==> config.mk <==
export PLATFORM = sky130hd
export DESIGN_NAME = knock_unlock_fsm_flat
export DESIGN_NICKNAME = d
export VERILOG_FILES = /design/src/rtl/knock_unlock_fsm_if.sv /design/src/rtl/knock_unlock_fsm.sv /design/src/flat_wrapper.sv
export SDC_FILE = /design/constraint.sdc
export NUM_CORES = 1
export LEC_CHECK = 0
export ABC_AREA = 0
export CAP_MARGIN = 20
export CORE_UTILIZATION = 40
export DETAILED_ROUTE_END_ITERATION = 6
export HOLD_SLACK_MARGIN = 0.08
export PLACE_DENSITY = 0.77
export SYNTH_ARGS = -nofsm -noshare
export SYNTH_HDL_FRONTEND = slang
export SYNTH_SLANG_ARGS = --single-unit
==> constraint.sdc <==
create_clock -name clk -period 1.51 [get_ports clk]
set_input_delay 0.302 -clock clk [delete_from_list [all_inputs] [get_ports clk]]
set_output_delay 0.302 -clock clk [all_outputs]
set_load 0.05 [all_outputs]
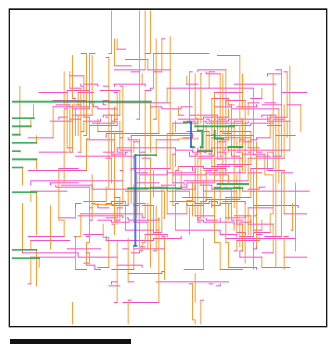
**Above:** run 1 (wiring by layer).
The bar under the picture is 20 µm long.
| color | layer | wire length |
|---|---|---|
| blue | met4 | 19.0 µm |
| magenta | met1 | 1,010 µm |
| green | met3 | 94.0 µm |
| orange | met2 | 1,280 µm |
Total Wirelength: 2400 µm
routed len/inst: 14.6 µm

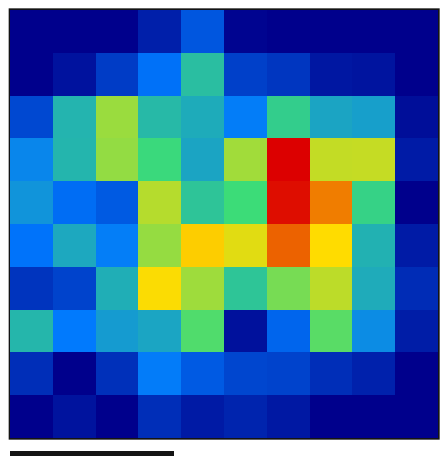
**Above:** run 1 (routed metal per tile).
The bar under the picture is 20 µm long. The die is cut into 10 by 10 equal tiles; dark blue is low, red is high, scaled to the fullest tile. Values are wire area over tile area, all layers added.
tiles over half the peak: 21%
densest ninth of the die: center
nearly empty tiles: 18%
fullest tile: 0.48
Total Routing Usage GR: 20.2%
total number of vias: 937

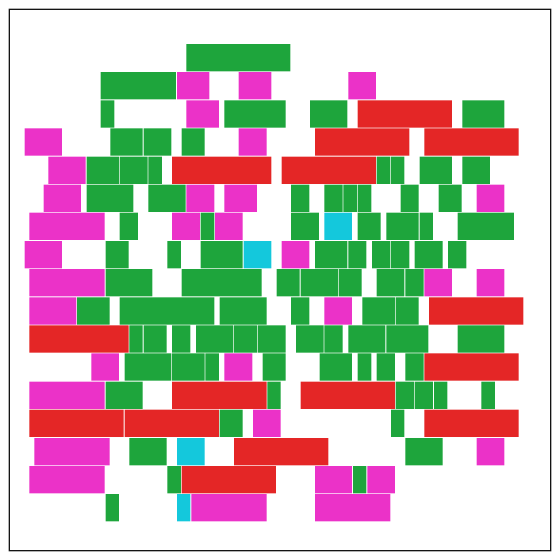
**Above:** run 1 (placement by cell class).
| color | class | cells | share of their area |
|---|---|---|---|
| red | flip-flops | 15 | 27% |
| magenta | other buffers and delay cells | 32 | 25% |
| green | all other logic | 85 | 47% |
| cyan | clock drivers and dummy loads | 4 | 1.9% |
core area: 0.00230 mm²
core utilization of the finished layout: 63.1%
Seq area share: 26.1%

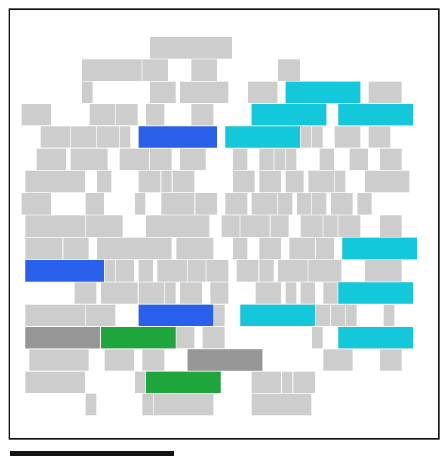
**Above:** run 1 (register map, names as in the netlist).
The bar under the picture is 20 µm long. Other sequential cells in the stronger gray, the rest of the logic in the fainter gray.
| color | name in the netlist | placed flops |
|---|---|---|
| blue | u_core.bus.step | 3 |
| green | u_core.state | 2 |
| cyan | u_core.tmr | 8 |
register area: 378 µm²
seq pwr: 0.426 mW

==> impl_metrics.json, run 1 <==
{
  "final_area_mm2": 0.00145,
  "setup_tns_ns": -0.00386,
  "setup_ws_ns": -0.00386,
  "use_met3_pct": 4.35,
  "yosys.area.top_type": "dfrtp_1",
  "cp_max_fo": 4,
  "cap_violations": 0,
  "syn_to_final_growth_pct": 43.8,
  "ys_cells": 103,
  "rsz0062_at_grt": "true",
  "post-place-ws_ns": -0.310,
  "clk_latency_ns": 0.28,
  "path_cells": "inv_2 -> ha_4 -> and3b_1 -> o22ai_4 -> o31ai_1 -> a32o_1",
  "cts_tree": "done",
  "fin_hold_ws_ns": 0.306,
  "cts.sink_count": 15,
  "violations": "negative setup slack",
  "arrival_ns": 1.69,
  "drt_iter0_drc": 38,
  "finalPower_mw": 0.799,
  "clock_path_buffers": 2,
  "period_used_pct": 100,
  "fin_nets": 161,
  "drc": 0,
  "crit_path_max_incr_delay_ns": 0.42,
  "syn_area_per_cell_um2": 9.79,
  "portBuffers": 17,
  "finalHoldViolations": 0,
  "die_area_mm2": 0.00273,
  "yosys-top-cells-area": "dfrtp_1, ha_1, o21ai_0, o31ai_1, nand2_1",
  "cts.reportedPaths.clkPinSlew_ns": 0.09,
  "yosys-stat-area_mm2": 0.00101,
  "dieWidth_um": 52.2,
  "cp.depth": 6,
  "synthCells": 103,
  "rows": 17,
  "grt_pass1_vias": 910,
  "drive_gt1_share_pct": 37.5,
  "antenna_found_initial": 0,
  "grt_overflow_total": 0,
  "mi_logic_area_um2": 634,
  "die_y_um": 52.2,
  "fp_util_pct": 43.9,
  "critPathBufInv": 1,
  "status": "complete, but fails checks",
  "setup_violations": 1,
  "start_kind": "flop",
  "detailed_place_hpwl_um": 1830,
  "r2r_cells": 6,
  "leakage_nw": 0.615,
  "viasPerCell": 5.71,
  "grt-busiest-layer": "met2",
  "ys_seq_share_pct": 37.2,
  "rrSetupSlack_ns": -0.004,
  "placed_cell_area_mm2": 0.00137,
  "postRouteAntennaNets": 0,
  "nFillCells": 205,
  "cts-root-buf": "clkbuf_4",
  "cts-buffers-inserted": 3
}
## run 1: worst reg2reg max path: cells and delay by family, from the launching register on
kind	cells	cell delay (ns)
AOI/OAI and AO/OA	3	0.50
DFF	1	0.42
and+or+nand+nor	1	0.22
adders and majority gates	1	0.20
buffers and inverters	1	0.07
## run 1: synth_stat cells (all sizes together)
master    n
nand2     8
o21a      1
and3b     2
o31a      2
and3      3
a41oi     1
a21oi     2
inv       7
and2b     1
clkbuf    1
buf       3
nand4bb   1
conb      1
nor2b     1
a32o      2
or2       1
a21bo     2
a32oi     1
nor3b     3
nand2b    1
nor2      6
nor3      2
o21ai    10
a31o      2
a22o      1
dfrtp    15
nand3     5
o32ai     1
o22ai     1
a31oi     1
nand4     2
ha        5
o31ai     6
o221a     1
and4bb    1
## run 1: logic make-up (layout without fill, tap and decap cells)
family	count (synthesis)	in the layout	synth area share (%)
adder cells (fa/ha/maj)	5	5	6.20
AND/OR/NAND/NOR	37	37	23.9
AND-OR/OR-AND	34	34	26.6
flip-flops	15	15	37.2
other	1	2	0.372
buffers and inverters	11	43	5.71
## run 1: final cells by class
class                   count  share of cell area [%]
clock buffers               4                    1.81
inverters                   7                    1.81
multi-input cells          78                    43.7
repair buffers             32                    24.2
flip-flops and latches     15                    26.1
well taps                  28                    2.42
## run 1: power breakdown
group / switching [mW] / internal [mW]
clock network: 0.125 / 0.103
registers: 0.0126 / 0.414
logic: 0.0726 / 0.0726
total: 0.210 / 0.589
## run 1: layer usage
metal,up-vias,wire (µm)
met5,-,0
met4,0,19
met3,4,94
met2,33,1280
met1,451,1010
li1,449,-
## run 1: metrics by stage
step	cells	util (%)
2_1_floorplan	104	-
3_3_place_gp	157	59.5
3_5_place_dp	157	59.5
4_1_cts	164	62.5
5_1_grt	164	63.1
6_report	164	63.1
## run 1: cell usage in the layout (no fill, tap or decap), types with 2 or more instances in the layout
master,synthesis,layout
buf_4,2,15
dfrtp_1,15,13
o21ai_0,10,10
nand2_1,8,7
buf_12,0,7
clkdlybuf4s50_1,0,5
nand3_1,5,4
o31ai_1,5,4
inv_1,7,4
dlygate4sd2_1,0,4
nor2_1,3,3
inv_2,0,3
ha_1,5,3
clkbuf_4,0,3
nand4_1,2,2
nor3_2,1,2
and3_1,3,2
a21oi_1,2,2
nor3b_1,3,2
and3b_1,2,2
nor2_2,3,2
a32o_1,2,2
a21bo_2,2,2
conb_1,1,2
dfrtp_2,0,2
## run 1: repair_timing
item / CTS / global route
endpoints found under the setup margin: 8 / 13
resized: 10 / 4
gates cloned: 0 / 0
setup buffers: 3 / 0
endpoints found under the hold margin: 0 / 0
pin swaps: 2 / 2
hold buffers: 0 / 0
**Run 1: routing congestion**

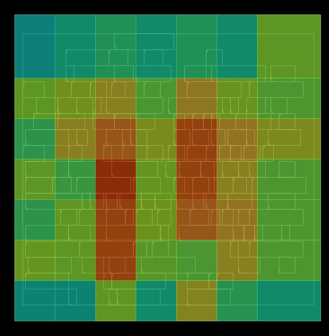

==> run 2: changes to the inputs <==
--- a/config.mk
+++ b/config.mk
@@ -11,6 +11,7 @@
 export DETAILED_ROUTE_END_ITERATION = 6
 export HOLD_SLACK_MARGIN = 0.08
 export PLACE_DENSITY = 0.77
+export REMOVE_ABC_BUFFERS = 1
 export SYNTH_ARGS = -nofsm -noshare
 export SYNTH_HDL_FRONTEND = slang
 export SYNTH_SLANG_ARGS = --single-unit
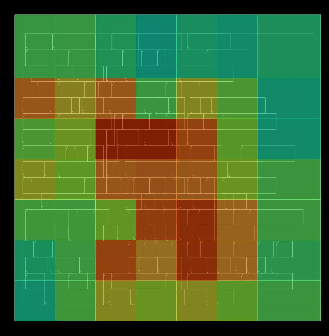
**Above:** run 2 (routing congestion).
routed len/inst: 16.3 µm
met2 usage: 39.1%

==> run 2 against run 1 <==
  * The run still ends with negative setup slack left
  * Wire length rose by 16%
  * Synthesized area stayed put
  * Clock power up 9.3%
  * Synthesized cell count is the same
  * Global-route usage grew 1.4 points
  * Hold slack got worse by 0.0087 ns
  * Total power increased by 3.9%
  * Fmax down 2.1%
  * Flip-flop count unchanged
  * Critical endpoint is now u_core.tmr[2]$_DFFE_PP0P_
  * Largest power group unchanged
==> impl_metrics.json, run 2 <==
{
  "status": "complete, but fails checks",
  "violations": "negative setup slack",
  "drc": 0,
  "slew_viol_final": 0,
  "drt_iter0_drc": 26,
  "drt_first_pass_iters": 4,
  "dp_cells": 163,
  "rows": 17,
  "grt_usage_pct": 21.6,
  "grt_overflow_total": 0,
  "simple_gate_area_share_pct": 23.9,
  "final_cell_mix": "buf_4, dfrtp_1, nand2_1, buf_12, o21ai_0",
  "postRouteAntennaNets": 0,
  "cp.required_ns": 1.69,
  "viasPerCell": 6.03,
  "arrival_ns": 1.73,
  "top_cells_by_count": "dfrtp_1, o21ai_0, nand2_1",
  "die_y_um": 52.2,
  "synthMuxAreaShare_pct": 0,
  "setup_violations": 4,
  "edf_count": 0,
  "fa_ha_area_share_pct": 6.20,
  "syn_to_final_growth_pct": 56.5,
  "fin_cells": 171,
  "setup_ws_ns": -0.0356,
  "synthFlopType": "dfrtp_1",
  "synthCells": 103,
  "ys_sh_xor_pct": 0,
  "detailed_place_hpwl_um": 1890,
  "start_kind": "flop",
  "num_vias": 1031,
  "rrSetupSlack_ns": -0.04,
  "leakage_nw": 0.705,
  "clock_path_buffers": 2,
  "routed_wl_um": 2790,
  "top_cell": "dfrtp_1",
  "ys_seq_share_pct": 37.2,
  "syn_area_per_cell_um2": 9.79,
  "setup_tns_ns": -0.0867,
  "portBuffers": 17,
  "yosys-stat-area_mm2": 0.00101,
  "dieWidth_um": 52.2,
  "h-tree-depth": 1,
  "placed_cell_area_mm2": 0.00139,
  "die_area_mm2": 0.00273,
  "synth-seq-cells": 15,
  "fin_nets": 168,
  "core_region_area_mm2": 0.00230,
  "cts.sink_count": 15,
  "finalHoldViolations": 0,
  "yosys-top-cells-area": "dfrtp_1, ha_1, o21ai_0, o31ai_1, nand2_1",
  "grt-busiest-layer": "met2",
  "drive_gt1_share_pct": 44.1,
  "grt_pass1_vias": 969,
  "cts_tree": "done",
  "period_used_pct": 102,
  "cts-root-buf": "clkbuf_4",
  "cts.reportedPaths.clkPinSlew_ns": 0.10,
  "final_area_mm2": 0.00158,
  "rsz0062_at_grt": "true",
  "post-place-ws_ns": -0.281,
  "async_flop_share_pct": 100,
  "use_met3_pct": 3.19,
  "yosys.area.top_type": "dfrtp_1",
  "cts-buffers-inserted": 3,
  "clk_latency_ns": 0.29,
  "cap_violations": 0,
  "ys_top_logic_family": "AND-OR/OR-AND gates",
  "fp_util_pct": 43.9,
  "antenna_found_initial": 0,
  "layout_top_cell": "buf_4",
  "cts_hold_buf": 0,
  "cp_max_fo": 4,
  "fin_hold_ws_ns": 0.298,
  "ys_types": 41,
  "r2r_cells": 7,
  "aoi_share_pct": 26.6,
  "ys_cells": 103
}
[run 2: cell families after synthesis]
kind of cell               after synthesis
buffers and inverters                   11
and+or+nand+nor                         37
other                                    1
AOI/OAI and AO/OA                       34
DFF                                     15
adders and majority gates                5
[run 2: critical path: stages, from the launching register on]
cell     delay (ns)
dfrtp_1        0.38
inv_2          0.06
ha_4           0.15
and2b_2        0.22
buf_6          0.14
nor2_2         0.14
o21ai_0        0.12
a31o_1         0.23
[run 2: power breakdown]
part / internal (mW) / total (mW) / leakage, nW / switching [mW]
Sequential: 0.414 / 0.424 / 0.191 / 0.0104
Clock: 0.0985 / 0.248 / 0.0177 / 0.150
Combinational: 0.0767 / 0.158 / 0.496 / 0.0811
Total: 0.589 / 0.830 / 0.705 / 0.241
[run 2: repair_timing]
action                     in CTS  in global routing
pin swaps                       4                 11
buffers inserted                1                  3
setup endpoints to repair      11                 14
resized                        15                 22
[run 2: metrics by stage]
step / util [%] / power, mW
2_1_floorplan: - / 0.495
3_3_place_gp: 60.6 / 0.567
3_5_place_dp: 60.6 / 0.574
4_1_cts: 63.9 / 0.813
5_1_grt: 68.7 / 0.867
6_report: 68.7 / 0.830
[run 2: cell type report]
class	instances	area, µm²
clock buffers	3	22.5
clock inverters	1	5.00
fillers	175	719
inverters	7	26.3
multi-input cells	78	699
flip-flops and latches	15	375
well taps	28	35.0
repair buffers	39	414
[run 2: routing by layer]
layer  wire, µm  up-vias
li1           -      465
met1       1100      499
met2       1460       57
met3        175       10
met4         57        0
met5          0        -
Power figures rest on the tool's default switching activity, not on a simulated workload.
